## config.mk

```make
export PLATFORM = sky130hd
export DESIGN_NAME = branch_predictor_btb_flat
export DESIGN_NICKNAME = d
export VERILOG_FILES = /design/src/rtl/branch_predictor_btb_if.sv /design/src/rtl/branch_predictor_btb.sv /design/src/flat_wrapper.sv
export SDC_FILE = /design/constraint.sdc
export NUM_CORES = 1
export LEC_CHECK = 0
export CAP_MARGIN = 10
export CELL_PAD_IN_SITES_DETAIL_PLACEMENT = 1
export CELL_PAD_IN_SITES_GLOBAL_PLACEMENT = 2
export CORE_MARGIN = 2
export CORE_UTILIZATION = 35
export DETAILED_ROUTE_END_ITERATION = 6
export PLACE_DENSITY_LB_ADDON = 0.1
export SLEW_MARGIN = 20
export SYNTH_ARGS = -nofsm -noshare
export SYNTH_HDL_FRONTEND = slang
export SYNTH_SLANG_ARGS = --single-unit
```

## constraint.sdc

```tcl
create_clock -name clk -period 4.55 [get_ports clk]
set_clock_uncertainty 0.1 [all_clocks]
set_input_delay 0.455 -clock clk [delete_from_list [all_inputs] [get_ports clk]]
set_output_delay 0.455 -clock clk [all_outputs]
set_load 0.02 [all_outputs]
```

## src/rtl/branch_predictor_btb_if.sv

```systemverilog
// Fetch/resolve bus between the CPU pipeline (master) and the branch predictor (slave).
// Signal names mirror the original flat port list of branch_predictor_btb.
interface branch_predictor_btb_if #(
  parameter int unsigned ADDR_W = 16
);
  logic              IF_hit;
  logic              IF_pred_taken;
  logic [ADDR_W-1:0] IF_PC;
  logic [ADDR_W-1:0] IF_pred_PC;

  logic              ID_update;
  logic [ADDR_W-1:0] ID_PC;
  logic              ID_actual_taken;
  logic [ADDR_W-1:0] ID_actual_target;
  logic              ID_pred_taken;
  logic [ADDR_W-1:0] ID_pred_PC;

  logic              mispredicted;
  logic [ADDR_W-1:0] correct_PC;
  logic [15:0]       stat_branches;
  logic [15:0]       stat_mispredicts;

  modport master (
    output IF_PC, ID_update, ID_PC, ID_actual_taken, ID_actual_target,
           ID_pred_taken, ID_pred_PC,
    input  IF_hit, IF_pred_taken, IF_pred_PC, mispredicted, correct_PC,
           stat_branches, stat_mispredicts
  );

  modport slave (
    input  IF_PC, ID_update, ID_PC, ID_actual_taken, ID_actual_target,
           ID_pred_taken, ID_pred_PC,
    output IF_hit, IF_pred_taken, IF_pred_PC, mispredicted, correct_PC,
           stat_branches, stat_mispredicts
  );
endinterface

```

## src/rtl/branch_predictor_btb.sv

```systemverilog
// Direct-mapped BTB with a 2-bit saturating counter per entry; combinational IF lookup.
// Optional macro BP_STATS_EN adds saturating resolved-branch / mispredict counters.
module branch_predictor_btb #(
  parameter int unsigned ADDR_W = 16,
  parameter int unsigned DEPTH  = 8
) (
  input  logic                  clk,
  input  logic                  rst,
  branch_predictor_btb_if.slave bp
);
  localparam int unsigned IDX_W = $clog2(DEPTH);
  localparam int unsigned TAG_W = ADDR_W - IDX_W - 1;

  typedef enum logic [1:0] {
    SNT = 2'b00,
    WNT = 2'b01,
    WT  = 2'b10,
    ST  = 2'b11
  } cnt_t;

  function automatic cnt_t sat_inc(input cnt_t c);
    case (c)
      SNT:     return WNT;
      WNT:     return WT;
      default: return ST;
    endcase
  endfunction

  function automatic cnt_t sat_dec(input cnt_t c);
    case (c)
      ST:      return WT;
      WT:      return WNT;
      default: return SNT;
    endcase
  endfunction

  logic [DEPTH-1:0]  valid_q;
  logic [TAG_W-1:0]  tag_q    [DEPTH];
  logic [ADDR_W-1:0] target_q [DEPTH];
  cnt_t              cnt_q    [DEPTH];

  logic [IDX_W-1:0]  if_idx;
  logic [TAG_W-1:0]  if_tag;
  logic [IDX_W-1:0]  id_idx;
  logic [TAG_W-1:0]  id_tag;
  logic              if_hit;
  logic              if_taken;
  logic              id_hit;
  logic              mispredict;

  // PC[0] is ignored: instructions are half-word aligned.
  assign if_idx = bp.IF_PC[IDX_W:1];
  assign if_tag = bp.IF_PC[ADDR_W-1:IDX_W+1];
  assign id_idx = bp.ID_PC[IDX_W:1];
  assign id_tag = bp.ID_PC[ADDR_W-1:IDX_W+1];

  // Lookup reads the registered arrays only, so a same-cycle update is not bypassed.
  assign if_hit   = valid_q[if_idx] && (tag_q[if_idx] == if_tag);
  assign if_taken = if_hit && (cnt_q[if_idx] inside {WT, ST});
  assign id_hit   = valid_q[id_idx] && (tag_q[id_idx] == id_tag);

  assign bp.IF_hit        = if_hit;
  assign bp.IF_pred_taken = if_taken;
  assign bp.IF_pred_PC    = if_taken ? target_q[if_idx] : bp.IF_PC + ADDR_W'(2);

  assign mispredict = bp.ID_update &
                      ((bp.ID_pred_taken != bp.ID_actual_taken) |
                       (bp.ID_actual_taken & (bp.ID_pred_PC != bp.ID_actual_target)));

  assign bp.mispredicted = mispredict;
  assign bp.correct_PC   = bp.ID_actual_taken ? bp.ID_actual_target
                                              : bp.ID_PC + ADDR_W'(2);

  always_ff @(posedge clk) begin
    if (rst) begin
      valid_q <= '0;
      for (int unsigned i = 0; i < DEPTH; i++) begin
        tag_q[i[IDX_W-1:0]]    <= '0;
        target_q[i[IDX_W-1:0]] <= '0;
        cnt_q[i[IDX_W-1:0]]    <= WNT;
      end
    end else if (bp.ID_update) begin
      if (id_hit) begin
        if (bp.ID_actual_taken) begin
          cnt_q[id_idx]    <= sat_inc(cnt_q[id_idx]);
          target_q[id_idx] <= bp.ID_actual_target;
        end else begin
          cnt_q[id_idx] <= sat_dec(cnt_q[id_idx]);
        end
      end else if (bp.ID_actual_taken) begin
        // Taken miss allocates, evicting whatever aliased into this index.
        valid_q[id_idx]  <= 1'b1;
        tag_q[id_idx]    <= id_tag;
        target_q[id_idx] <= bp.ID_actual_target;
        cnt_q[id_idx]    <= WT;
      end
    end
  end

`ifdef BP_STATS_EN
  logic [15:0] branches_q;
  logic [15:0] mispredicts_q;

  always_ff @(posedge clk) begin
    if (rst) begin
      branches_q    <= '0;
      mispredicts_q <= '0;
    end else if (bp.ID_update) begin
      if (branches_q != '1) branches_q <= branches_q + 16'd1;
      if (mispredict && (mispredicts_q != '1)) mispredicts_q <= mispredicts_q + 16'd1;
    end
  end

  assign bp.stat_branches    = branches_q;
  assign bp.stat_mispredicts = mispredicts_q;
`else
  assign bp.stat_branches    = '0;
  assign bp.stat_mispredicts = '0;
`endif

endmodule

```

## src/flat_wrapper.sv

```systemverilog
// flat-port wrapper written by rule: the top's interface ports become plain ports
module branch_predictor_btb_flat 
#(
  parameter int unsigned ADDR_W = 16,
  parameter int unsigned DEPTH  = 8
)
  (clk, rst, bp_IF_PC, bp_ID_update, bp_ID_PC, bp_ID_actual_taken, bp_ID_actual_target, bp_ID_pred_taken, bp_ID_pred_PC, bp_IF_hit, bp_IF_pred_taken, bp_IF_pred_PC, bp_mispredicted, bp_correct_PC, bp_stat_branches, bp_stat_mispredicts);
  branch_predictor_btb_if #(.ADDR_W(ADDR_W)) bp_i ();
  input  logic clk;
  input  logic rst;
  input wire logic [$bits(bp_i.IF_PC)-1:0] bp_IF_PC;
  input wire logic [$bits(bp_i.ID_update)-1:0] bp_ID_update;
  input wire logic [$bits(bp_i.ID_PC)-1:0] bp_ID_PC;
  input wire logic [$bits(bp_i.ID_actual_taken)-1:0] bp_ID_actual_taken;
  input wire logic [$bits(bp_i.ID_actual_target)-1:0] bp_ID_actual_target;
  input wire logic [$bits(bp_i.ID_pred_taken)-1:0] bp_ID_pred_taken;
  input wire logic [$bits(bp_i.ID_pred_PC)-1:0] bp_ID_pred_PC;
  output wire logic [$bits(bp_i.IF_hit)-1:0] bp_IF_hit;
  output wire logic [$bits(bp_i.IF_pred_taken)-1:0] bp_IF_pred_taken;
  output wire logic [$bits(bp_i.IF_pred_PC)-1:0] bp_IF_pred_PC;
  output wire logic [$bits(bp_i.mispredicted)-1:0] bp_mispredicted;
  output wire logic [$bits(bp_i.correct_PC)-1:0] bp_correct_PC;
  output wire logic [$bits(bp_i.stat_branches)-1:0] bp_stat_branches;
  output wire logic [$bits(bp_i.stat_mispredicts)-1:0] bp_stat_mispredicts;
  assign bp_i.IF_PC = bp_IF_PC;
  assign bp_i.ID_update = bp_ID_update;
  assign bp_i.ID_PC = bp_ID_PC;
  assign bp_i.ID_actual_taken = bp_ID_actual_taken;
  assign bp_i.ID_actual_target = bp_ID_actual_target;
  assign bp_i.ID_pred_taken = bp_ID_pred_taken;
  assign bp_i.ID_pred_PC = bp_ID_pred_PC;
  assign bp_IF_hit = bp_i.IF_hit;
  assign bp_IF_pred_taken = bp_i.IF_pred_taken;
  assign bp_IF_pred_PC = bp_i.IF_pred_PC;
  assign bp_mispredicted = bp_i.mispredicted;
  assign bp_correct_PC = bp_i.correct_PC;
  assign bp_stat_branches = bp_i.stat_branches;
  assign bp_stat_mispredicts = bp_i.stat_mispredicts;
  branch_predictor_btb #(.ADDR_W(ADDR_W), .DEPTH(DEPTH)) u_core (.clk(clk), .rst(rst), .bp(bp_i));
endmodule
```

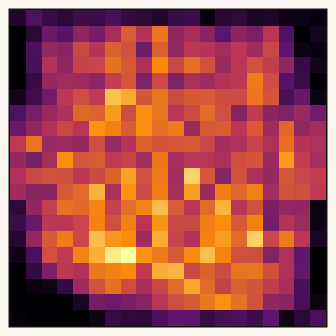
*Routed metal per tile, run 1*
The die is cut into 20 by 20 equal tiles; black is low, pale yellow is high, scaled to the fullest tile. Values are wire area over tile area, all layers added.
- nearly empty tiles: 5.0%
- fullest tile: 0.39
- mean over tiles: 0.18

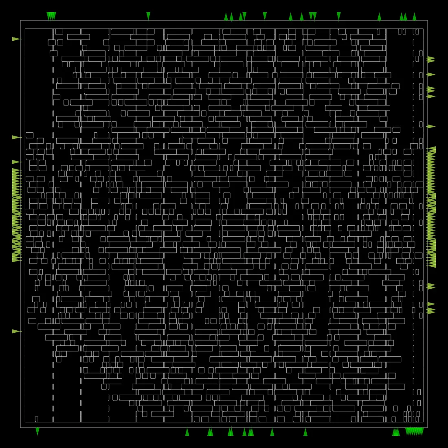
*Cell placement, run 1*
tap cells: 518
core area: 38800 um2
utilization after layout: 42.5%
Finished Layout Cells: 1710

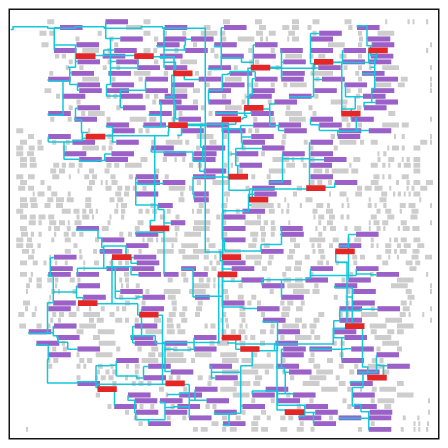
*Clock distribution, run 1*
- clock drivers: red (count 28)
- clock wires: cyan (length 3530 um)
- flip-flops: purple (count 248)
- routed clock nets: 29
- flops lie: all over the die
Late-Pin Clk Latency: 0.56 ns
P_clk: 2.38 mW

==> reports/metrics.yaml, run 1 <==
layout:
  final_common_cell: "edfxtp_1"
  synthToLayoutAreaGrowth_pct: 19.3
  largest_reg_flops: 128
  seq_cells: 248
  inv_count: 7
  n_all_buffers: 178
  fin_area_um2: 16500
  comb_share_pct: 35.9
  seq_share_pct: 44.7
  diodes: 0
  clkCellAreaFrac_pct: 5.77
  final_cell_mix: "edfxtp_1 (240), and2_1 (121), and3_1 (102), clkdlybuf4s50_1 (96), mux4_2 (81)"
  comb.multi_input.count: 708
  buffer_area_share_pct: 9.55
  largest_register: "u_core.target_q"
  combGateArea_um2: 5920
  regArea_um2: 7370
  largest_cell_class: "sequential cells"
  finalNetCount: 1242
  drive_above_1_share_pct: 20.5
  reg_top3: "u_core.target_q x128, u_core.tag_q x96, u_core.cnt_q x16"
  nFillCells: 4035
  clkbuf_count: 33
clock_network:
  postCtsHoldBufs: 0
  cts-root-buf: "clkbuf_16"
  cts_resized: 1
  cts_buffers: 28
  htreeDepth: 1
  cts_setup_buffers: 1
  cts_tree: "done"
  clock-sinks: 248
  clk_pin_slew_ns: 0.06
  clk_path_buf_depth: 3
global_routing:
  grt_pass1_vias: 9752
  busiest_layer: "met2"
  use_met2_pct: 37.1
  met3_usage_pct: 3.05
  globalRouteTotalUtil_pct: 22.9
  antenna_found_initial: 0
  met1_usage_pct: 33.3
  grt_pass1_wl_um: 67900
  grt_max_degree: 97
worst_setup_path:
  arrival_ns: 3.89
  rrSetupSlack_ns: 1.21
  worst_ep_required_time_ns: 3.99
  startpoint: "u_core.tag_q[7][7]"
  slowest_delay_ns: 0.56
  critPathBufInv: 3
  crit_path_cell_trace: "mux4_2, mux2i_1, buf_4, xnor2_1, nor2_1, nand4_1, buf_4, nor4_4, mux2_2, o211a_1, clkdlybuf4s50_1"
  timing.rr.end: "u_core.tag_q[1][5]"
  startpoint_type: "flop"
  crit_end: "bp_IF_pred_PC[4]"
  crit_fanout: 3
  cpLargestDelayFamily: "multiplexers"
  rr_worst_depth: 8
  crit_path_end_kind: "output pin"
  crit_top_cell: "buf_4"
  critPathKind: "reg2out"
  cp.depth: 11
  cp_slowest_cell: "clkdlybuf4s50_1"
  r2r-start: "u_core.tag_q[2][1]"
placement:
  dp.cells: 1658
  pre_cts_ws_ns: 0.157
  place_hpwl_um: 32100
  place.gp.congestion: 0.817
  placement.io_buffers: 103
  dpl-instance-area_um2: 15500
sta:
  finalHoldViolations: 0
  setup-violations-final: 0
  finalCritPeriodShare_pct: 97.8
  drv_slew: 0
  max_slew_margin_pct: 33.3
  period_needed_ns: 4.45
  fmax_mhz: 225
  worstMarginPinSlew_ns: 0.999
  rsz0062_at_grt: "no"
  worst_slack_ns: 0.102
  finalHoldWorstSlack_ns: 0.380
power:
  power.internal_mw: 4.39
  p_per_area_nw_per_um2: 357
  max-vdd-ir-drop_uv: 227
  switchingPower_mw: 1.50
  clkPwrFrac_pct: 40.3
  total_power_mw: 5.89
  static-leakage-power_nw: 6.18
  switching_share_pct: 25.4
  p_seq_share_pct: 45.5
  power_frac_comb_pct: 14.1
  p_seq_mw: 2.68
  top_power_group: "sequential cells"
drt:
  viasPerCell: 5.46
  highest_layer: "met4"
  wl_per_cell_um: 27.5
  dr.pass1.iters: 5
  ant_nets: 0
  route.met3.wl_um: 2360
  wl_met1_um: 22000
  routed_wl_um: 47000
  wl_met2_um: 22000
  drc: 0
  drt_iter0_markers: 728
  num_vias: 9342
yosys:
  synth_area_um2: 13800
  yosys.area_share.aoi_pct: 3.55
  edf_count: 240
  fa_ha_area_share_pct: 0.181
  yosysUniqueCellTypes: 50
  postSynthSeqShare_pct: 53.3
  ys.flops: 248
  synth_largest_type_area_fraction_pct: 52.1
  synthSimpleGateAreaFrac_pct: 16.3
  syn_inst: 1066
  ys_chip_area_um2: 13800
  yosys_cells: 1066
  topCellsByArea: "edfxtp_1 (52%), mux4_2 (13%), and2_1 (5.5%), and3_1 (4.6%), mux2i_1 (3.5%)"
  synthTopCellsByCount: "edfxtp_1 (240), and2_1 (122), and3_1 (102)"
  ys_sh_xor_pct: 3.93
  most_common_cell: "edfxtp_1"
  synth-async-reset-ratio_pct: 0
  ys_warn_count: 0
  avgSynthCellArea_um2: 13.0
  ys_sh_mux_pct: 17.7
  largest_area_cell: "edfxtp_1"
job:
  drv_cap: 0
  warning_count: 26
floorplanning:
  fp.dieH_um: 203
  die_w_um: 203
  fp_util_pct: 35.6
  io_pins: 136
  rows: 72
  chipArea_um2: 41100
worst_hold_path:
  min_path_type: "reg2reg"
  hold_depth: 1
outcome:
  outcome: "finished clean"
### Selected gate families, run 1

Scale bar: 50 um.
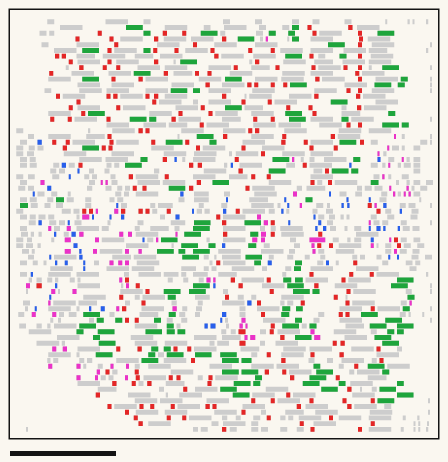

==> run 1 -> run 2 <==
Settings changed: CORE_UTILIZATION 35 to 40.
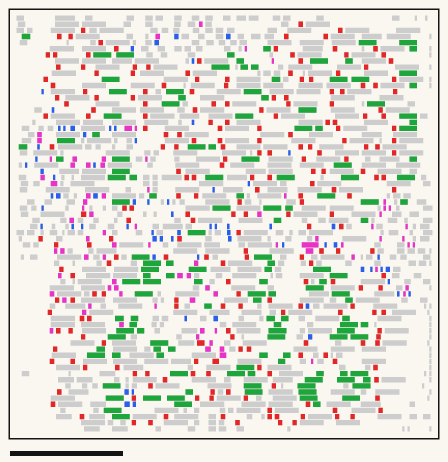
*Selected gate families, run 2*
Scale bar: 50 um.
- mux cells: green (cells 142)
- nor cells: magenta (cells 80)
- and/or cells: red (cells 240; where all over the die)
- nand cells: blue (cells 69)

==> run 2 against run 1 <==
Compared with the run above: combinational power is 2% lower; utilization is 5.3 points higher; via count is 1.2% higher; cell count is 4.1% lower; sequential cell count stayed put; sequential share of layout area is 0.32 points higher.
==> reports/metrics.yaml, run 2 <==
outcome:
  outcome: "finished clean"  # unchanged
worst_setup_path:
  cpLargestDelayFamily: "buffers and inverters"  # was multiplexers
  slowest_delay_ns: 0.67  # was 0.56 ns
  timing.rr.end: "u_core.cnt_q[1][0]"  # was u_core.tag_q[1][5]
  cp.depth: 11  # unchanged
  arrival_ns: 3.78  # was 3.89 ns
  r2r-start: "u_core.tag_q[7][1]"  # was u_core.tag_q[2][1]
  crit_end: "bp_IF_pred_PC[2]"  # was bp_IF_pred_PC[4]
  crit_top_cell: "buf_4"  # unchanged
  critPathBufInv: 3  # unchanged
  startpoint_type: "flop"  # unchanged
  cp_slowest_cell: "clkdlybuf4s50_1"  # unchanged
drt:
  dr.pass1.iters: 5  # unchanged
  drc: 0  # unchanged
  routed_wl_um: 45400  # was 47000 um
  wl_met2_um: 20600  # was 22000 um
  highest_layer: "met4"  # unchanged
job:
  drv_cap: 0  # unchanged
clock_network:
  clock-sinks: 248  # unchanged
  clock_latency_ns: 0.55  # was 0.56 ns
  clk_path_buf_depth: 3  # unchanged
  cts_tree: "done"  # unchanged
  postCtsHoldBufs: 0  # unchanged
  clk_pin_slew_ns: 0.06  # about the same
power:
  top_power_group: "sequential cells"  # unchanged
  p_seq_share_pct: 46.3  # was 45.5%
  total_power_mw: 5.80  # was 5.89 mW
  p_per_area_nw_per_um2: 354  # was 357 nW/um2
  max-vdd-ir-drop_uv: 272  # was 227 uV
  pwr.group.clock_mw: 2.30  # was 2.38 mW
floorplanning:
  n_tap_cell: 455  # was 518
  rows: 68  # was 72
global_routing:
  grt_max_degree: 37  # was 97
  met3_usage_pct: 4.35  # was 3.05%
  grt_pass1_vias: 9757  # was 9752
yosys:
  postSynthSeqShare_pct: 53.3  # unchanged
  ys_chip_area_um2: 13800  # unchanged
  synthTopCellsByCount: "edfxtp_1 (240), and2_1 (122), and3_1 (102)"  # unchanged
  fa_ha_area_share_pct: 0.181  # unchanged
  ys_warn_count: 0  # unchanged
  synth_area_um2: 13800  # unchanged
  most_common_cell: "edfxtp_1"  # unchanged
  yosys.area_share.aoi_pct: 3.55  # unchanged
  ys_sh_mux_pct: 17.7  # unchanged
  synth-async-reset-ratio_pct: 0  # unchanged
  ys_sh_xor_pct: 3.93  # unchanged
  yosysUniqueCellTypes: 50  # unchanged
layout:
  layout.cells.non_filler: 1640  # was 1710
  finalNetCount: 1232  # was 1242
  final_common_cell: "edfxtp_1"  # unchanged
  reg_top3: "u_core.target_q x128, u_core.tag_q x96, u_core.cnt_q x16"  # unchanged
  combGateArea_um2: 5920  # unchanged
  fin_area_um2: 16400  # was 16500 um2
  clkbuf_count: 36  # was 33
sta:
  finalCritPeriodShare_pct: 95.4  # was 97.8%
  worst_slack_ns: 0.210  # was 0.102 ns
  setup-violations-final: 0  # unchanged
  finalHoldViolations: 0  # unchanged
placement:
  placement.io_buffers: 103  # unchanged
worst_hold_path:
  min_path_type: "reg2reg"  # unchanged
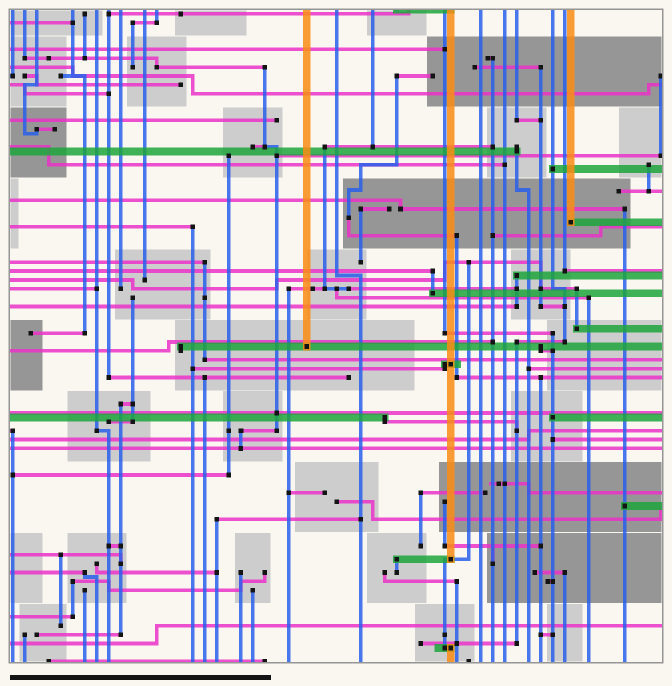
*Layout detail, run 2*
Scale bar: 10 um. Region (82, 44) to (107, 69) um. Cells in gray, sequential cells in the stronger gray; small squares are vias.
- metal 2: blue
- metal 1: magenta
- metal 3: green
- metal 4: orange
- netlist names of flops here include: `u_core.tag_q` (4)
- cells with their middle in the window: 22
- most frequent: and2_1 (5), edfxtp_1 (4)
- sequential cells in the window: 4

Power figures rest on the tool's default switching activity, not on a simulated workload.
